File: src/rtl/instr_cache.sv
// Direct-mapped, read-only instruction cache: 8 lines x 16 bytes over a 1 KiB space.
// Hits return the word combinationally; misses fetch one block through IDLE/FETCH/UPDATE.
module instr_cache (
   input  logic         clk,
   input  logic         rst_n,
   input  logic [31:0]  pc_i,
   output logic [31:0]  instruction_o,
   output logic         busywait_o,
   output logic         mem_read_o,
   output logic [5:0]   mem_address_o,
   input  logic [127:0] mem_readdata_i,
   input  logic         mem_busywait_i
);

   localparam int unsigned NUM_LINES = 8;
   localparam int unsigned IDX_W     = 3;
   localparam int unsigned TAG_W     = 3;
   localparam int unsigned OFF_W     = 2;
   localparam int unsigned BLK_W     = IDX_W + TAG_W;
   localparam int unsigned LINE_W    = 128;
   localparam int unsigned WORD_W    = 32;

   typedef enum logic [1:0] {
      S_IDLE,
      S_FETCH,
      S_UPDATE
   } state_t;

   state_t              state_q, state_d;
   logic [NUM_LINES-1:0] valid_q;
   logic [TAG_W-1:0]    tag_q  [NUM_LINES];
   logic [LINE_W-1:0]   data_q [NUM_LINES];
   logic [BLK_W-1:0]    fetch_addr_q, fetch_addr_d;
   logic [LINE_W-1:0]   blk_q, blk_d;
   logic                mem_read_q, mem_read_d;
   logic [BLK_W-1:0]    mem_addr_q, mem_addr_d;

   logic [TAG_W-1:0]    pc_tag;
   logic [IDX_W-1:0]    pc_idx;
   logic [OFF_W-1:0]    pc_off;
   logic [LINE_W-1:0]   sel_line;
   logic                hit_c;
   logic                fill_c;
   logic                unused_pc;

   // PC bits outside the 1 KiB window alias; byte-within-word bits are ignored
   assign unused_pc = ^{pc_i[31:10], pc_i[1:0]};

   assign pc_tag   = pc_i[9:7];
   assign pc_idx   = pc_i[6:4];
   assign pc_off   = pc_i[3:2];
   assign sel_line = data_q[pc_idx];
   assign hit_c    = valid_q[pc_idx] && (tag_q[pc_idx] == pc_tag);

   assign instruction_o = sel_line[{pc_off, 5'd0} +: WORD_W];
   assign mem_read_o    = mem_read_q;
   assign mem_address_o = mem_addr_q;

   always_ff @(posedge clk or negedge rst_n) begin
      if (!rst_n) begin
         state_q      <= S_IDLE;
         valid_q      <= '0;
         fetch_addr_q <= '0;
         mem_read_q   <= 1'b0;
         mem_addr_q   <= '0;
      end else begin
         state_q      <= state_d;
         fetch_addr_q <= fetch_addr_d;
         mem_read_q   <= mem_read_d;
         mem_addr_q   <= mem_addr_d;
         if (fill_c) begin
            valid_q[fetch_addr_q[IDX_W-1:0]] <= 1'b1;
         end
      end
   end

   // Tag/data arrays carry no reset; valid bits alone gate hits
   always_ff @(posedge clk) begin
      blk_q <= blk_d;
      if (fill_c) begin
         data_q[fetch_addr_q[IDX_W-1:0]] <= blk_q;
         tag_q[fetch_addr_q[IDX_W-1:0]]  <= fetch_addr_q[BLK_W-1:IDX_W];
      end
   end

   // mem_read/mem_address are registered, so they are computed for the next state
   always_comb begin
      state_d      = state_q;
      fetch_addr_d = fetch_addr_q;
      blk_d        = blk_q;
      mem_read_d   = 1'b0;
      mem_addr_d   = '0;
      fill_c       = 1'b0;
      busywait_o   = 1'b1;
      case (state_q)
         S_IDLE: begin
            busywait_o = ~hit_c;
            if (!hit_c) begin
               state_d      = S_FETCH;
               fetch_addr_d = pc_i[9:4];
               mem_read_d   = 1'b1;
               mem_addr_d   = pc_i[9:4];
            end
         end
         S_FETCH: begin
            if (mem_busywait_i) begin
               mem_read_d = 1'b1;
               mem_addr_d = fetch_addr_q;
            end else begin
               state_d = S_UPDATE;
               blk_d   = mem_readdata_i;
            end
         end
         S_UPDATE: begin
            fill_c  = 1'b1;
            state_d = S_IDLE;
         end
         default: begin
            state_d = S_IDLE;
         end
      endcase
   end

endmodule

File: config.mk
export PLATFORM = sky130hd
export DESIGN_NAME = instr_cache
export DESIGN_NICKNAME = d
export VERILOG_FILES = /design/src/rtl/instr_cache.sv
export SDC_FILE = /design/constraint.sdc
export NUM_CORES = 1
export LEC_CHECK = 0
export CELL_PAD_IN_SITES_DETAIL_PLACEMENT = 0
export CELL_PAD_IN_SITES_GLOBAL_PLACEMENT = 1
export CORE_ASPECT_RATIO = 0.75
export CORE_UTILIZATION = 40
export CTS_CLUSTER_SIZE = 28
export DETAILED_ROUTE_END_ITERATION = 10
export HOLD_SLACK_MARGIN = 0.08
export PLACE_DENSITY_LB_ADDON = 0.15
export SLEW_MARGIN = 20
export SYNTH_ARGS = -nofsm -noshare
export SYNTH_HDL_FRONTEND = slang
export SYNTH_SLANG_ARGS = --single-unit
File: constraint.sdc
create_clock -name clk -period 12.8 [get_ports clk]
set_input_delay 3.2 -clock clk [delete_from_list [all_inputs] [get_ports clk]]
set_output_delay 3.2 -clock clk [all_outputs]
set_load 0.02 [all_outputs]
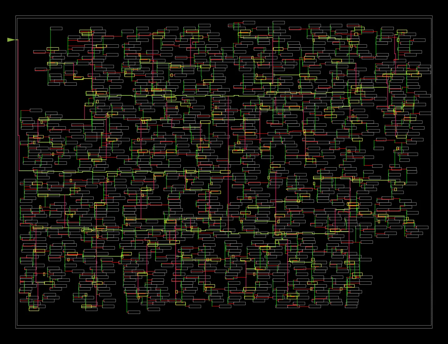
(run_1/clocks.png)
skew final: 0.0218 ns
clk latency late pin: 0.70 ns
clock group total power: 3.37 mW

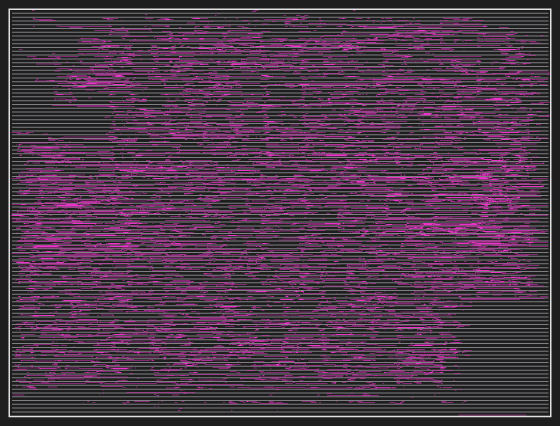
(run_1/layer_met1.png)
Supply wires on this layer in gray.
The layer holds 45% of the routed length. The layer carries 43.1 mm of wire.

==> flow_metrics.tcl, run 1 <==
# collected from the flow reports
set metrics [dict create \
    period_used_share 0.768 \
    ant_nets 0 \
    synthArstFlopShare 0.0192 \
    slew_headroom 0.302 \
    rows 105 \
    slowest_delay_ns 0.71 \
    drv_slew 0 \
    drc_errors 0 \
    grt_max_degree 118 \
    power_density_nw_per_um2 170 \
    fmax_mhz 102 \
    clkPwrFrac 0.383 \
    initCoreUtil 0.405 \
    synth-edff-count 1176 \
    io-pin-count 203 \
    status "finished clean" \
    crit_type "in -> out" \
    drv_cap 0 \
    worstSetupStartpointType "input port" \
    grt_usage 0.174 \
    num_vias 18800 \
    cts_resized 0 \
    finalCriticalPeriod_ns 9.83 \
    routed_wl_mm 96.0 \
    setup_viol_count_final 0 \
    ys_types 26 \
    p_leak_nw 16.0 \
    cts_buffers 115 \
    total_power_mw 8.78 \
    cp-end-kind "output port" \
    fillers 8939 \
    wl_per_cell_um 27.5 \
    fin_area_um2 51800 \
    ff_type "edfxtp_1" \
    overflow 0 \
    yosys_warnings 0 \
    cp_slowest_cell "buf_4" \
    final_util 0.471 \
    warnings 67 \
    most_common_cell "edfxtp_1" \
    path_clk_slew_ns 0.06 \
    antenna_found_initial 6 \
    netSwitchingPower_mw 1.95 \
    p_sw_frac 0.222 \
    h-tree-depth 3 \
    ys_ff 1199 \
    postCtsSetupBuffers 0 \
    drtIter0Drc 1202 \
    grt_pass1_wl_mm 142 \
    fp_nets 1875 \
    synth_area_um2 44500 \
    synth_top_cell_by_area "edfxtp_1" \
    diodes 0 \
    cts_root_buf "clkbuf_16" \
    tns_ns 0 \
    dr.pass1.iters 5 \
    combPwrFrac 0.073 \
    dp_cells 3280 \
    fin_cells 3496 \
    io_buffers 178 \
    place_area_um2 48000 \
    hold_path_class "reg -> reg" \
    critPathArrivalTime_ns 6.63 \
    cp_max_fo 67 \
    netlist_instances 1712 \
    synth.avg_cell_area_um2 26.0 \
    crit_top_cell "mux4_2" \
    top_cells_by_area "edfxtp_1 (79%), mux4_2 (17%), dfrtp_1 (1.3%)" \
    cts_tree "done" \
    cts_buffer_depth 3 \
    rsz0062_at_grt "false" \
    p_seq_frac 0.544 \
    cts_hold_buf 0 \
    ys_cells 1712 \
    finish.net_count 2116 \
    cp_data_required_time_ns 9.60 \
    crit_chain "buf_8 > buf_4 > mux4_2 > mux4_2 > mux2_2 > clkdlybuf4s50_1" \
    report.final.hold_viol_count 0 \
    drive_above_1_share 0.282 \
    vias_per_cell 5.39 \
    ys_chip_area_um2 44500 \
    syn2layout_area_growth_pct 16.4 \
    synth_seq_share 0.807 \
    clock-sinks 1199 \
    globalplace.congestion 0.722 \
    worstMarginPinSlew_ns 1.05 \
    intPower_mw 6.83 \
    grt_pass1_vias 20200 \
    dieArea_um2 112000 \
    synthTopCellsByCount "edfxtp_1 (1,176), mux4_2 (326), mux2_2 (39)" \
    dp_hpwl_mm 47.8 \
    top_cell_area_share 0.794 \
]
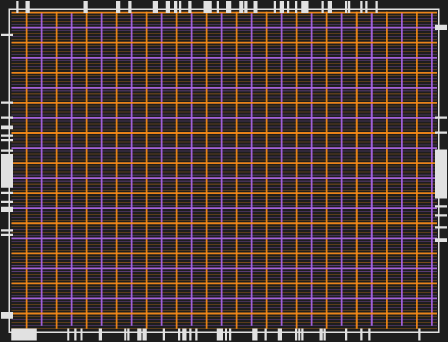
(run_1/power_grid.png)
Pins as bars on the die edge.
Key: VSS = orange; VDD = purple
The core has 105 rows. 21 straps on met5. 28 straps on met4.
Core ar.: 110,000 um2
chip width: 387 um
peak supply drop: 0.125 mV

[run 1: layout make-up]
cell class / count / area [um2] / share of cell area
clock buffers: 141 / 3040 / 0.0587
clock inverters: 75 / 692 / 0.0134
inverters: 8 / 30.0 / 0.000580
multi-input cells: 424 / 8200 / 0.158
flip-flops and latches: 1199 / 35900 / 0.693
well taps: 1444 / 1810 / 0.0349
repair buffers: 205 / 2110 / 0.0407
[run 1: logic make-up (layout without fill, tap and decap cells)]
kind of cell,after synthesis,in the layout,synth area share
buffers and inverters,89,429,0.00982
and+or+nand+nor,40,40,0.00459
xor gates and xnor gates,2,2,0.000394
AOI/OAI and AO/OA,13,13,0.00200
DFF,1199,1199,0.807
muxes,369,369,0.176
[run 1: registers in the layout (all words and copies together), names as in the netlist]
register / flops
mem_read_o: 1
state_q: 2
fetch_addr_q: 6
data_q: 1024
blk_q: 128
mem_address_o: 6
tag_q: 24
valid_q: 8
[run 1: worst max-delay path, delay by kind of cell]
kind	cells	cell delay (ns)
mux	3	1.47
buf+inv	3	1.85
[run 1: final timing paths]
kind / startpoint / endpoint / slack, ns / depth (start not counted)
setup reg to reg: state_q[0] / data_q[7][80] / 8.80 / 6
max in group asynchronous: rst_n / mem_address_o[5] / 9.95 / 1
setup / recovery: pc_i[4] / instruction_o[5] / 2.97 / 6
hold / removal: valid_q[0] / valid_q[0] / 0.46 / 1
min in group asynchronous: rst_n / fetch_addr_q[0] / 2.48 / 1
hold reg to reg: valid_q[0] / valid_q[0] / 0.46 / 1
[run 1: power by group through the flow]
stage	logic (mW)	registers, mW	clock network, mW
after floorplan	0.364	4.86	0
after global placement	0.663	4.84	0
after detailed placement	0.662	4.87	0
after CTS	0.665	4.78	3.45
after global routing	0.686	4.81	3.61
final	0.642	4.78	3.37
[run 1: metrics by stage]
| step | worst slack (ns) | hold WS (ns) |
|---|---|---|
| 2_1_floorplan | 0.00282 | 0.434 |
| 4_1_cts | 2.88 | 0.464 |
| 5_1_grt | 2.74 | 0.487 |
| 3_5_place_dp | 2.88 | 0.448 |
| 3_3_place_gp | 2.88 | 0.446 |
| 6_report | 2.97 | 0.462 |
[run 1: metal layers]
layer	vias up	track usage	wire, um
li1	7934	-	-
met1	10400	0.246	43100
met2	356	0.279	46700
met3	138	0.0340	4020
met4	4	0.0464	2220
met5	-	0	21
[run 1: cell usage in the layout (no fill, tap or decap), types with 2 or more instances in the layout]
master / count
edfxtp_1: 1176
mux4_2: 326
clkdlybuf4s50_1: 172
clkbuf_16: 118
mux2_2: 39
clkinv_1: 30
clkinv_2: 27
clkbuf_1: 23
dfrtp_1: 23
buf_4: 18
bufinv_16: 12
buf_12: 10
nand3_1: 9
inv_1: 8
or2_2: 8
o21ai_0: 6
nor2_4: 6
mux2i_1: 4
nand2_1: 3
nand2b_1: 3
nor2_1: 3
xnor2_1: 2
nor2b_1: 2
a2111oi_0: 2
nor3_1: 2
a211oi_1: 2
nor3_2: 2
inv_6: 2
buf_2: 2
buf_8: 2
==> run_1/flops_by_reg.png <==
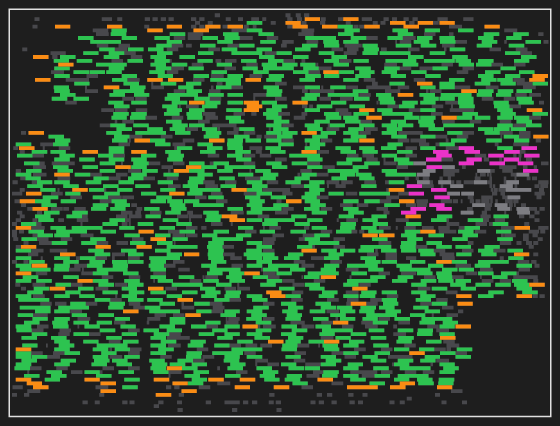

--- run 2 (diff from run 1) ---
==> constraint.sdc (replaced) <==
create_clock -name clk -period 9.9 [get_ports clk]
set_input_delay 2.475 -clock clk [delete_from_list [all_inputs] [get_ports clk]]
set_output_delay 2.475 -clock clk [all_outputs]
set_load 0.02 [all_outputs]
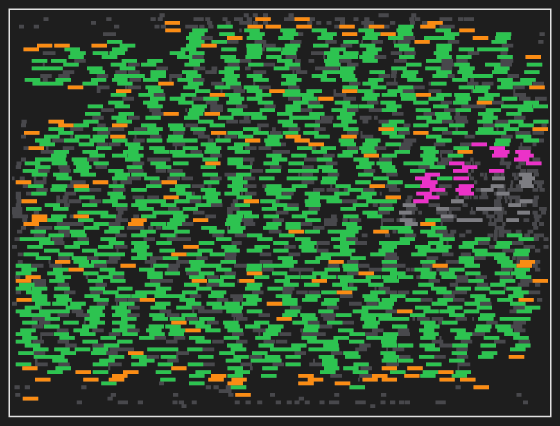
(run_2/flops_by_reg.png)
Key: blk_q = orange [sequential cells 128, where all over the die]; data_q = green [sequential cells 1,024, where all over the die]; tag_q = magenta [sequential cells 24, where east]
Util after Layout: 0.471
sequential share of cell area: 0.693
seq pwr: 6.18 mW

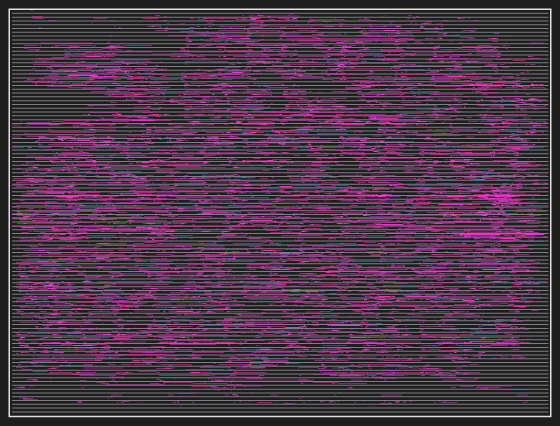
(run_2/layer_met1.png)
Supply wires on this layer in gray.
2,038 nets have wire on it. The longest straight run is 77.0 um.
final wirelength: 95.5 mm
grt met1 use: 0.239
routed vias: 18,800

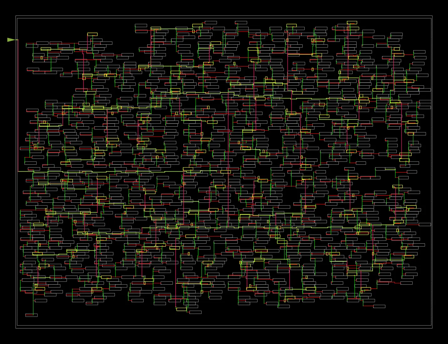
(run_2/clocks.png)
FF+latch count: 1,199
clk latency late pin: 0.71 ns

==> run 2 against run 1 <==
Net effect: non-clock buffer count is 14 higher; global-route usage is 0.11 points lower; synthesized cell count stayed put; critical path depth stayed put; power is 28% higher; count of clock-buffer cells in the layout is 9 higher; wire length is 0.61% lower; sequential share of layout area hardly changed; flip-flop count stayed put; first-iteration DRC count is 0.33% lower; worst setup slack worse by 1.1 ns; register-to-register slack worse by 2.7 ns.
==> flow_metrics.tcl, run 2 <==
# collected from the flow reports
set metrics [dict create \
    status "finished clean" \
    hold_path_class "reg -> reg" \
    crit_top_cell "mux4_2" \
    cp_slowest_cell "clkdlybuf4s50_1" \
    die_w_um 387 \
    worstMarginPinSlew_ns 1.04 \
    h-tree-depth 3 \
    intPower_mw 8.76 \
    vias_per_cell 5.35 \
    ys_types 26 \
    synthArstFlopShare 0.0192 \
    cts_resized 0 \
    report.final.hold_viol_count 0 \
    cp_max_fo 90 \
    dp_hpwl_mm 50.4 \
    slowest_delay_ns 0.64 \
    most_common_cell "edfxtp_1" \
    top_cells_by_area "edfxtp_1 (79%), mux4_2 (17%), dfrtp_1 (1.3%)" \
    io_buffers 178 \
    drive_above_1_share 0.286 \
    fp.dieH_um 291 \
    drv_slew 0 \
    p_leak_nw 16.1 \
    ys_chip_area_um2 44500 \
    synth_top_cell_by_area "edfxtp_1" \
    grt_pass1_wl_mm 141 \
    ant_nets 0 \
    r2r_end "data_q[0][116]" \
    p_sw_frac 0.221 \
    period_used_share 0.808 \
    rsz0062_at_grt "false" \
    drv_cap 0 \
    irDropWorstVdd_mv 0.133 \
    cts_tree "done" \
    initCoreUtil 0.405 \
    path_clk_slew_ns 0.06 \
    cp.buffers_inverters 3 \
    mostFrequentLayoutCell "edfxtp_1" \
    setup_viol_count_final 0 \
    ff_type "edfxtp_1" \
    ys_cells 1712 \
    cts_buffers 117 \
    critPathArrivalTime_ns 5.53 \
    synth.avg_cell_area_um2 26.0 \
    postCtsSetupBuffers 0 \
    p_seq_frac 0.549 \
    synth-edff-count 1176 \
    largest_reg_flops 1024 \
    crit_chain "buf_8 > buf_12 > mux4_2 > mux4_2 > mux2_2 > clkdlybuf4s50_1" \
    finish.net_count 2132 \
    core_area_um2 110000 \
    tns_ns 0 \
    top_cell_area_share 0.794 \
    wl_per_cell_um 27.2 \
    combPwrFrac 0.074 \
    cp-endpoint "instruction_o[22]" \
    grt_max_degree 121 \
    cp-end-kind "output port" \
    antenna_found_initial 5 \
    fp_nets 1875 \
    pre_cts_ws_ns 1.85 \
    syn2layout_area_growth_pct 16.5 \
    cts_hold_buf 0 \
    clkPwrFrac 0.377 \
    netSwitchingPower_mw 2.49 \
    drc_errors 0 \
    grt_pass1_vias 20500 \
    synth_area_um2 44500 \
    cp.depth 6 \
    io-pin-count 203 \
    lay_top_cells "edfxtp_1 (1,176), mux4_2 (326), clkdlybuf4s50_1 (172)" \
    reg2reg_slack_ns 6.10 \
    synthTopCellsByCount "edfxtp_1 (1,176), mux4_2 (326), mux2_2 (39)" \
    fillers 8919 \
    fmax_mhz 125 \
    dieArea_um2 112000 \
    fin_worst_skew_ns 0.0236 \
    warnings 57 \
    rows 105 \
    overflow 0 \
    ys_ff 1199 \
    cts_buffer_depth 3 \
    grt_usage 0.173 \
    reg2reg_depth 5 \
    globalplace.congestion 0.710 \
    netlist_instances 1712 \
    drtIter0Drc 1198 \
    synth_seq_share 0.807 \
    yosys_warnings 0 \
    cp_data_required_time_ns 7.43 \
    layout_setup_ws_ns 1.90 \
    dr.pass1.iters 5 \
    r2r_start "state_q[0]" \
    slew_headroom 0.303 \
    crit_family "buffers and inverters" \
    power_density_nw_per_um2 217 \
    clock-sinks 1199 \
    worstSetupStartpointType "input port" \
    crit_start "pc_i[5]" \
    finalCriticalPeriod_ns 8.00 \
    cts_root_buf "clkbuf_16" \
    crit_type "in -> out" \
]
[run 2: cell count changes in the layout (fill, tap and decap cells not counted)]
| cell | previous run | this run |
|---|---|---|
| buf_4 | 18 | 32 |
| clkinv_1 | 30 | 27 |
| diode_2 | 0 | 1 |
| clkbuf_8 | 0 | 5 |
| inv_16 | 1 | 0 |
| clkinv_8 | 0 | 2 |
| nor3_4 | 1 | 3 |
| clkbuf_1 | 23 | 26 |
| clkbuf_16 | 118 | 119 |
| clkinv_16 | 1 | 0 |
| bufinv_16 | 12 | 7 |
| clkinv_2 | 27 | 22 |
| nor3_2 | 2 | 0 |
[run 2: per-stage QoR]
| step | hold WS (ns) | std cells | total power, mW | instance area, um2 |
|---|---|---|---|---|
| after floorplan | 0.434 | 1712 | 6.74 | 44500 |
| final | 0.465 | 3507 | 11.2 | 51800 |
| after CTS | 0.468 | 3506 | 11.4 | 51800 |
| after global routing | 0.475 | 3506 | 11.7 | 51800 |
| after global placement | 0.447 | 3294 | 7.12 | 48200 |
| after detailed placement | 0.453 | 3294 | 7.15 | 48200 |
[run 2: worst min-delay path by stage]
stage	startpoint	endpoint	slack, ns	depth (start not counted)
floorplan	valid_q[2]	valid_q[2]	0.43	1
global placement	valid_q[2]	valid_q[2]	0.45	1
global route	valid_q[6]	valid_q[6]	0.47	1
detailed placement	valid_q[7]	valid_q[7]	0.45	1
finish	valid_q[6]	valid_q[6]	0.46	1
CTS	valid_q[7]	valid_q[7]	0.47	1
[run 2: power groups by stage]
stage / Combinational (mW) / Clock (mW) / Sequential, mW
2_1_floorplan: 0.472 / 0 / 6.27
3_3_place_gp: 0.855 / 0 / 6.26
3_5_place_dp: 0.859 / 0 / 6.29
4_1_cts: 0.861 / 4.36 / 6.19
5_1_grt: 0.888 / 4.56 / 6.22
6_report: 0.827 / 4.24 / 6.18
[run 2: logic make-up (layout without fill, tap and decap cells)]
logic type             Yosys count  in the layout  share of synthesized area
multiplexers                   369            369                      0.176
XOR/XNOR                         2              2                   0.000394
AND-OR/OR-AND                   13             13                    0.00200
flip-flops                    1199           1199                      0.807
buffers and inverters           89            439                    0.00982
AND/OR/NAND/NOR                 40             40                    0.00459
other                            0              1                          0
[run 2: cell type report]
| type | count | area (um2) | share of cell area |
|---|---|---|---|
| Inverter | 8 | 30.0 | 0.000580 |
| Multi-Input combinational cell | 424 | 8210 | 0.159 |
| Clock inverter | 62 | 488 | 0.00942 |
| Antenna cell | 1 | 2.50 | 0.0000483 |
| Sequential cell | 1199 | 35900 | 0.693 |
| Timing Repair Buffer | 219 | 2210 | 0.0427 |
| Tap cell | 1444 | 1810 | 0.0349 |
| Clock buffer | 150 | 3140 | 0.0607 |
[run 2: metal layers]
metal	GRT usage	up-vias	wire length [um]
met5	0	-	33
met4	0.0381	4	1600
met3	0.0329	122	4360
met2	0.288	406	47700
met1	0.239	10300	41800
li1	-	7966	-
--- run 3 (diff from run 2) ---
==> constraint.sdc (replaced) <==
create_clock -name clk -period 8.23 [get_ports clk]
set_input_delay 2.0575 -clock clk [delete_from_list [all_inputs] [get_ports clk]]
set_output_delay 2.0575 -clock clk [all_outputs]
set_load 0.02 [all_outputs]
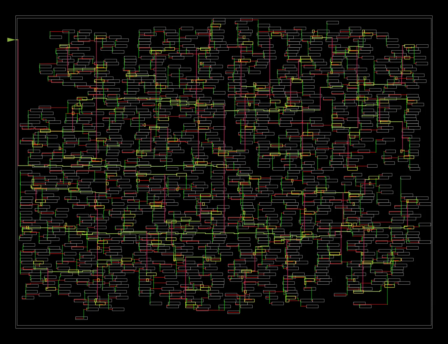
(run_3/clocks.png)
skew final: 0.0254 ns
TritonCTS sink count: 1,199
clk latency late pin: 0.70 ns
clock buffer count: 149

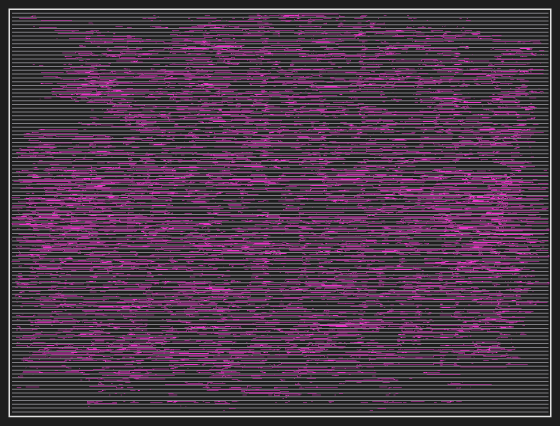
(run_3/layer_met1.png)
Supply wires on this layer in gray.
The layer holds 44% of the routed length. The longest straight run is 101 um. The layer carries 42.2 mm of wire.

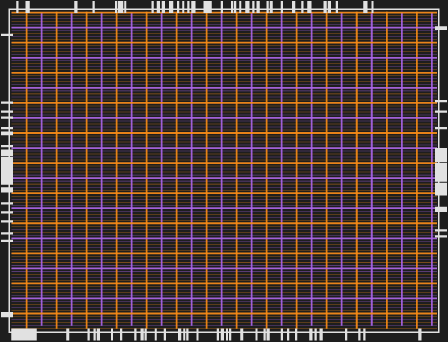
(run_3/power_grid.png)
Pins as bars on the die edge.
peak supply drop: 0.175 mV
chip height: 291 um

==> run 3 against run 2 <==
Net effect: sequential share of layout area shrank 0.087 points; clock skew up 0.0018 ns; power rose by 20%; worst setup slack got worse by 0.83 ns; first-iteration DRC count grew 17%; wire length increased by 0.29%; die area is the same; count of clock-buffer cells in the layout is 1 lower; core utilization grew 0.059 points; non-clock buffer count is 6 higher; sequential power is about 20% higher; synthesized area unchanged; critical path type unchanged; critical endpoint is now instruction_o[31]; largest cell class unchanged; largest power group unchanged; highest routed layer unchanged.
==> flow_metrics.tcl, run 3 <==
# collected from the flow reports
set metrics [dict create \
    topCombFamilyByArea "multiplexers" \
    wl_per_cell_um 27.3 \
    cp_max_fo 51 \
    reg2reg_slack_ns 4.84 \
    ys_cells 1712 \
    status "finished clean" \
    initCoreUtil 0.405 \
    ys_ff 1199 \
    ys_sh_xor 0.000394 \
    combPwrFrac 0.075 \
    regArea_um2 35900 \
    hold_path_class "reg -> reg" \
    netSwitchingPower_mw 2.98 \
    critPathArrivalTime_ns 5.11 \
    rows 105 \
    period_used_share 0.870 \
    grt_usage 0.173 \
    globalRoute.busiestLayer "met2" \
    cts_resized 0 \
    finalCriticalPeriod_ns 7.16 \
    fp_nets 1875 \
    ant_nets 0 \
    cts_root_buf "clkbuf_16" \
    drtIter0Drc 1396 \
    report.final.hold_viol_count 0 \
    cts_hold_buf 0 \
    use_met1 0.244 \
    h-tree-depth 3 \
    ys_types 26 \
    dp_hpwl_mm 49.7 \
    drv_cap 0 \
    globalplace.congestion 0.695 \
    mux_area_frac 0.176 \
    rsz0062_at_grt "false" \
    tns_ns 0 \
    place_area_um2 48300 \
    grt_max_degree 120 \
    vias_per_cell 5.39 \
    drv_slew 0 \
    synthTopCellsByCount "edfxtp_1 (1,176), mux4_2 (326), mux2_2 (39)" \
    drive_above_1_share 0.286 \
    ys_sh_aoi 0.00200 \
    synth_area_um2 44500 \
    synth.avg_cell_area_um2 26.0 \
    warnings 63 \
    dr.pass1.iters 5 \
    intPower_mw 10.5 \
    most_common_cell "edfxtp_1" \
    io_buffers 178 \
    io-pin-count 203 \
    final_util 0.472 \
    p_leak_nw 16.1 \
    grt_pass1_vias 20100 \
    ff_type "edfxtp_1" \
    postCtsSetupBuffers 0 \
    routed_wl_mm 95.7 \
    cts_buffers 114 \
    top_cell_area_share 0.794 \
    netlist_instances 1712 \
    mi_logic_area_um2 8210 \
    fin_area_um2 51800 \
    power_density_nw_per_um2 260 \
    mostFrequentLayoutCell "edfxtp_1" \
    grt_util_met3 0.0321 \
    diodes 0 \
    die_w_um 387 \
    lay_top_cells "edfxtp_1 (1,176), mux4_2 (326), clkdlybuf4s50_1 (172)" \
    grt_pass1_wl_mm 141 \
    path_clk_slew_ns 0.06 \
    synthArstFlopShare 0.0192 \
    p_seq_frac 0.551 \
    ys_sh_simple 0.00459 \
    synth_seq_share 0.807 \
    fmax_mhz 140 \
    worstMarginPinSlew_ns 1.03 \
    setup_viol_count_final 0 \
    largest_reg_flops 1024 \
]
==> run 3: area by class of cell <==
cell class                 count  share of cell area
tap                         1444              0.0348
inverter                       8            0.000579
multi-input combinational    424               0.158
timing repair buffer         225              0.0455
clock inverter                57             0.00919
clock buffer                 149              0.0594
sequential                  1199               0.692
==> run 3: path summary, 6_finish.rpt <==
kind / from / endpoint / depth (start not counted)
setup reg to reg: state_q[0] / data_q[3][59] / 5
hold reg to reg: valid_q[3] / valid_q[3] / 1
setup / recovery: pc_i[4] / instruction_o[31] / 6
max in group asynchronous: rst_n / valid_q[7] / 1
min in group asynchronous: rst_n / mem_address_o[5] / 1
hold / removal: valid_q[3] / valid_q[3] / 1
==> run 3: worst max-delay path, cell delays in order <==
cell and delay [ns]:
buf_8 0.46, buf_4 0.50, mux4_2 0.57, mux4_2 0.48, mux2_2 0.29, clkdlybuf4s50_1 0.66
==> run 3: power groups by stage <==
| stage | sequential [mW] | clock (mW) | combinational (mW) |
|---|---|---|---|
| 6_report | 7.43 | 5.04 | 1.01 |
| 5_1_grt | 7.48 | 5.40 | 1.08 |
| 4_1_cts | 7.44 | 5.18 | 1.04 |
| 3_5_place_dp | 7.57 | 0 | 1.04 |
| 3_3_place_gp | 7.53 | 0 | 1.04 |
| 2_1_floorplan | 7.54 | 0 | 0.568 |
==> run 3: logic make-up after synthesis <==
kind of cell	Yosys count
mux	369
simple gates	40
compound gates	13
flops	1199
xor+xnor	2
buf+inv	89
==> run 3: layer usage <==
metal  routed length, um  vias to the layer above
met5                  12                        -
met4                1770                        2
met3                4250                      132
met2               47500                      424
met1               42200                    10400
li1                    -                     7973
==> run 3: stage by stage <==
step	hold WS [ns]	instances	setup slack, ns
2_1_floorplan	0.434	1712	0.497
3_3_place_gp	0.447	3300	0.969
3_5_place_dp	0.449	3300	0.970
4_1_cts	0.464	3506	0.963
5_1_grt	0.471	3506	0.849
6_report	0.468	3506	1.07
No activity file was given, so power comes from the tool's default toggle rates.
